**src/rtl/sat_counter.sv**
```systemverilog
// Saturating event counter with synchronous clear (clear beats increment).
// Latency 1 cycle; no backpressure, holds at all-ones.
module sat_counter #(
  parameter int W = 8
) (
  input  logic         clk,
  input  logic         rst,
  input  logic         clr,
  input  logic         inc,
  output logic [W-1:0] cnt
);

  always_ff @(posedge clk) begin
    if (!rst) begin
      cnt <= '0;
    end else if (clr) begin
      cnt <= '0;
    end else if (inc && (cnt != {W{1'b1}})) begin
      cnt <= cnt + W'(1);
    end
  end

endmodule

```
**config.mk**
```make
export PLATFORM = sky130hd
export DESIGN_NAME = sat_counter
export DESIGN_NICKNAME = d
export VERILOG_FILES = /design/src/rtl/sat_counter.sv
export SDC_FILE = /design/constraint.sdc
export NUM_CORES = 1
export LEC_CHECK = 0
export ABC_AREA = 1
export CELL_PAD_IN_SITES_DETAIL_PLACEMENT = 1
export CELL_PAD_IN_SITES_GLOBAL_PLACEMENT = 2
export CORE_ASPECT_RATIO = 1.25
export CORE_MARGIN = 5
export CORE_UTILIZATION = 27
export CTS_BUF_LIST = sky130_fd_sc_hd__clkbuf_8
export CTS_CLUSTER_SIZE = 40
export DETAILED_ROUTE_END_ITERATION = 16
export GPL_TIMING_DRIVEN = 0
export PLACE_DENSITY_LB_ADDON = 0.1
export RECOVER_POWER = 100
export SYNTH_ARGS = -nofsm -noshare
export SYNTH_HDL_FRONTEND = slang
export SYNTH_SLANG_ARGS = --single-unit
```
**constraint.sdc**
```tcl
create_clock -name clk -period 2.5 [get_ports clk]
set_input_delay 0.25 -clock clk [delete_from_list [all_inputs] [get_ports clk]]
set_output_delay 0.25 -clock clk [all_outputs]
set_load 0.05 [all_outputs]
```
M1 wires:
Scale bar: 10 um. Supply wires on this layer in grey.
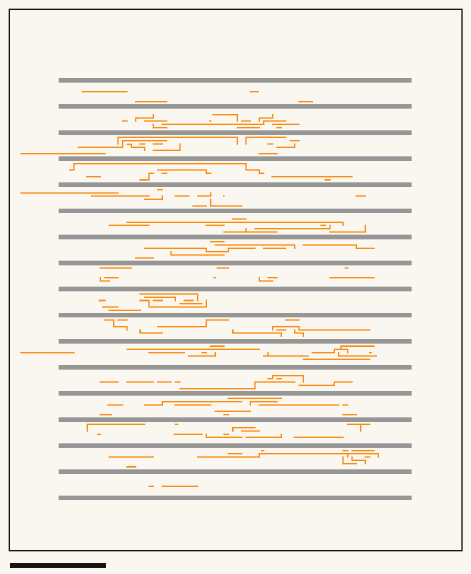
longest straight run	22.5 um
wire length on this layer	519 um
share of all routed wire	45%
nets with wire on the layer	78

Met2 routing:
Scale bar: 10 um.
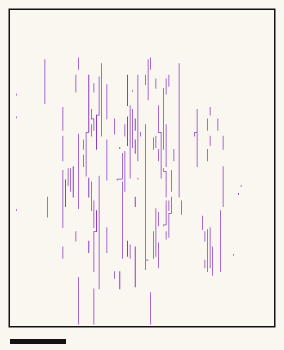
wire length on this layer	533 um
share of all routed wire	46%
nets with wire on the layer	79
longest straight run	25.8 um

Met3 routing:
Cells faint in the background.
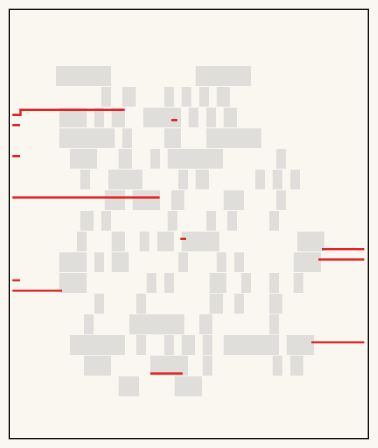
share of all routed wire	5.6%
nets with wire on the layer	10
wire length on this layer	64.6 um
main direction	horizontal
longest straight run	19.1 um
Routed WL: 1.15 mm
Vias: 494
M3 GR Usage: 3.51%

==> impl_metrics.py <==
# Generated from Yosys and OpenROAD reports
metrics = {
    "status": {
        "status": "finished clean",
    },
    "cells_and_area": {
        "area_growth_syn_to_layout_pct": 32.2,
        "largest_reg_flops": 8,
        "comb_cells": 53,
        "combAreaFraction_pct": 39.7,
        "antenna_cells": 0,
        "final_area_um2": 612,
        "nets": 92,
        "lay_top_count": "nand2_1",
        "seq_share_pct": 26.2,
        "layout_top_cells": "nand2_1 (18), nor2_1 (14), dlygate4sd3_1 (9)",
        "signal_buffers": 11,
        "flops": 8,
        "fillers": 221,
        "nClkBuffers": 3,
        "area_share_clock_buf_inv_pct": 6.75,
        "logic_area_um2": 243,
        "nonClkBufAreaFrac_pct": 17.6,
        "top_register": "cnt",
        "largestClassByArea": "combinational gates",
        "fin_util_pct": 38.2,
        "nNonClkInverters": 10,
        "instances_no_fill": 103,
        "drive_above_1_share_pct": 9.41,
        "reg_top3": "cnt: 8 flops",
    },
    "place": {
        "dp_hpwl_um": 902,
        "place_ws_ns": 0.970,
        "place.gp.congestion": 0.686,
        "io_buffers": 10,
        "dp_cells": 100,
        "place_area_um2": 586,
    },
    "grt": {
        "busiest_layer": "met2",
        "grt_use_met1_pct": 13.7,
        "antenna_found_initial": 0,
        "grt.met2_usage_pct": 17.7,
        "grt_pass1_wl_mm": 2.19,
        "grt_pass1_vias": 520,
        "gr-total-overflow": 0,
        "grt.total_usage_pct": 11.5,
    },
    "pwr": {
        "powerComb_uw": 23.2,
        "seq_power_share_pct": 41.5,
        "p_total_uw": 316,
        "clk-power_uw": 162,
        "p_leak_nw": 0.278,
        "pwr-share-clk_pct": 51.1,
        "seq_power_uw": 131,
        "irDropWorstVdd_mv": 0.298,
        "netSwitchingFraction_pct": 23.0,
        "power.switching_uw": 72.5,
        "p_comb_share_pct": 7.3,
        "top_power_group": "the clock network",
        "power_density_mw_per_mm2": 516,
    },
    "cts": {
        "clkLatencyLatePin_ns": 0.23,
        "clockRootBuffer": "clkbuf_8",
        "postCtsHoldBufs": 0,
        "post_cts_buffers": 0,
        "ctsResizeCount": 0,
        "numCtsBuffers": 3,
        "htree_num_levels": 1,
        "cts.sink_count": 8,
        "cts_buffer_depth": 2,
        "clk_pin_slew_ns": 0.04,
    },
    "synth": {
        "numSynthFlops": 8,
        "syn_inst": 72,
        "synth_cell_types": 18,
        "yosys.area_share.adder_pct": 2.70,
        "flop_cell": "dfxtp_1",
        "logic_family": "simple AND/OR/NAND/NOR gates",
        "synth-xor-area-share_pct": 0,
        "ys_sh_simple_pct": 44.3,
        "top_cells_by_area": "dfxtp_1 (35%), nand2_1 (14%), nor2_1 (11%)",
        "common_cells": "nand2_1 (17), nor2_1 (13), dfxtp_1 (8), inv_1 (8), a21oi_1 (6)",
        "synth_top_cell_by_count": "nand2_1",
        "synth_seq_share_pct": 34.6,
        "top_area_cell": "dfxtp_1",
        "yosysTopAreaCellShare_pct": 34.6,
        "post_synth_ao_oa_area_fraction_pct": 8.65,
        "edf_count": 0,
        "yosys_area_um2": 463,
        "synthMuxAreaShare_pct": 0,
        "avgSynthCellArea_um2": 6.43,
    },
    "die": {
        "coreArea_mm2": 0.00160,
        "rows": 16,
        "io_pins": 12,
        "tapCellCount": 18,
        "die_w_um": 47.0,
        "die_area_mm2": 0.00265,
        "die_y_um": 56.3,
    },
    "worst_setup_path": {
        "path_buffers": 1,
        "cp.depth": 1,
        "crit_path_cell_trace": "dlygate4sd3_1",
        "critPathCapture": "cnt[2]",
        "crit_family": "buffers and inverters",
        "worst-setup-path-type": "reg2out",
        "rrSetupSlack_ns": 1.13,
        "cp-startpoint": "cnt[2]",
        "r2r_cells": 7,
        "cp.required_ns": 2.25,
        "end_kind": "output port",
        "worst_path_largest_cell_delay_ns": 0.91,
        "r2r-start": "cnt[0]",
        "cp-start-kind": "flop",
    },
    "hold_path": {
        "hp-class": "in2reg",
        "worstHoldStart": "inc",
        "hold_path_end": "cnt[0]",
        "hold_path_depth": 3,
    },
    "sta": {
        "hold_violations": 0,
        "fmax_ghz": 0.549,
        "grt_setup_unrepaired": "false",
        "finalClockPeriodUsage_pct": 72.9,
        "min_period_ns": 1.82,
        "tightest_slew_ns": 0.528,
        "tns_ns": 0,
        "slew_viol_final": 0,
        "hold-worst-slack_ns": 0.374,
    },
    "detailed_routing": {
        "dr.pass1.iters": 2,
        "vias_per_cell": 4.80,
        "drt-met1-wl_um": 519,
        "routed.top_layer": "met4",
        "wl_met3_um": 64,
        "route.detailed.drc": 0,
    },
    "job": {
        "maxCapViolCount": 0,
    },
}
Power and IR drop assume default switching activity.
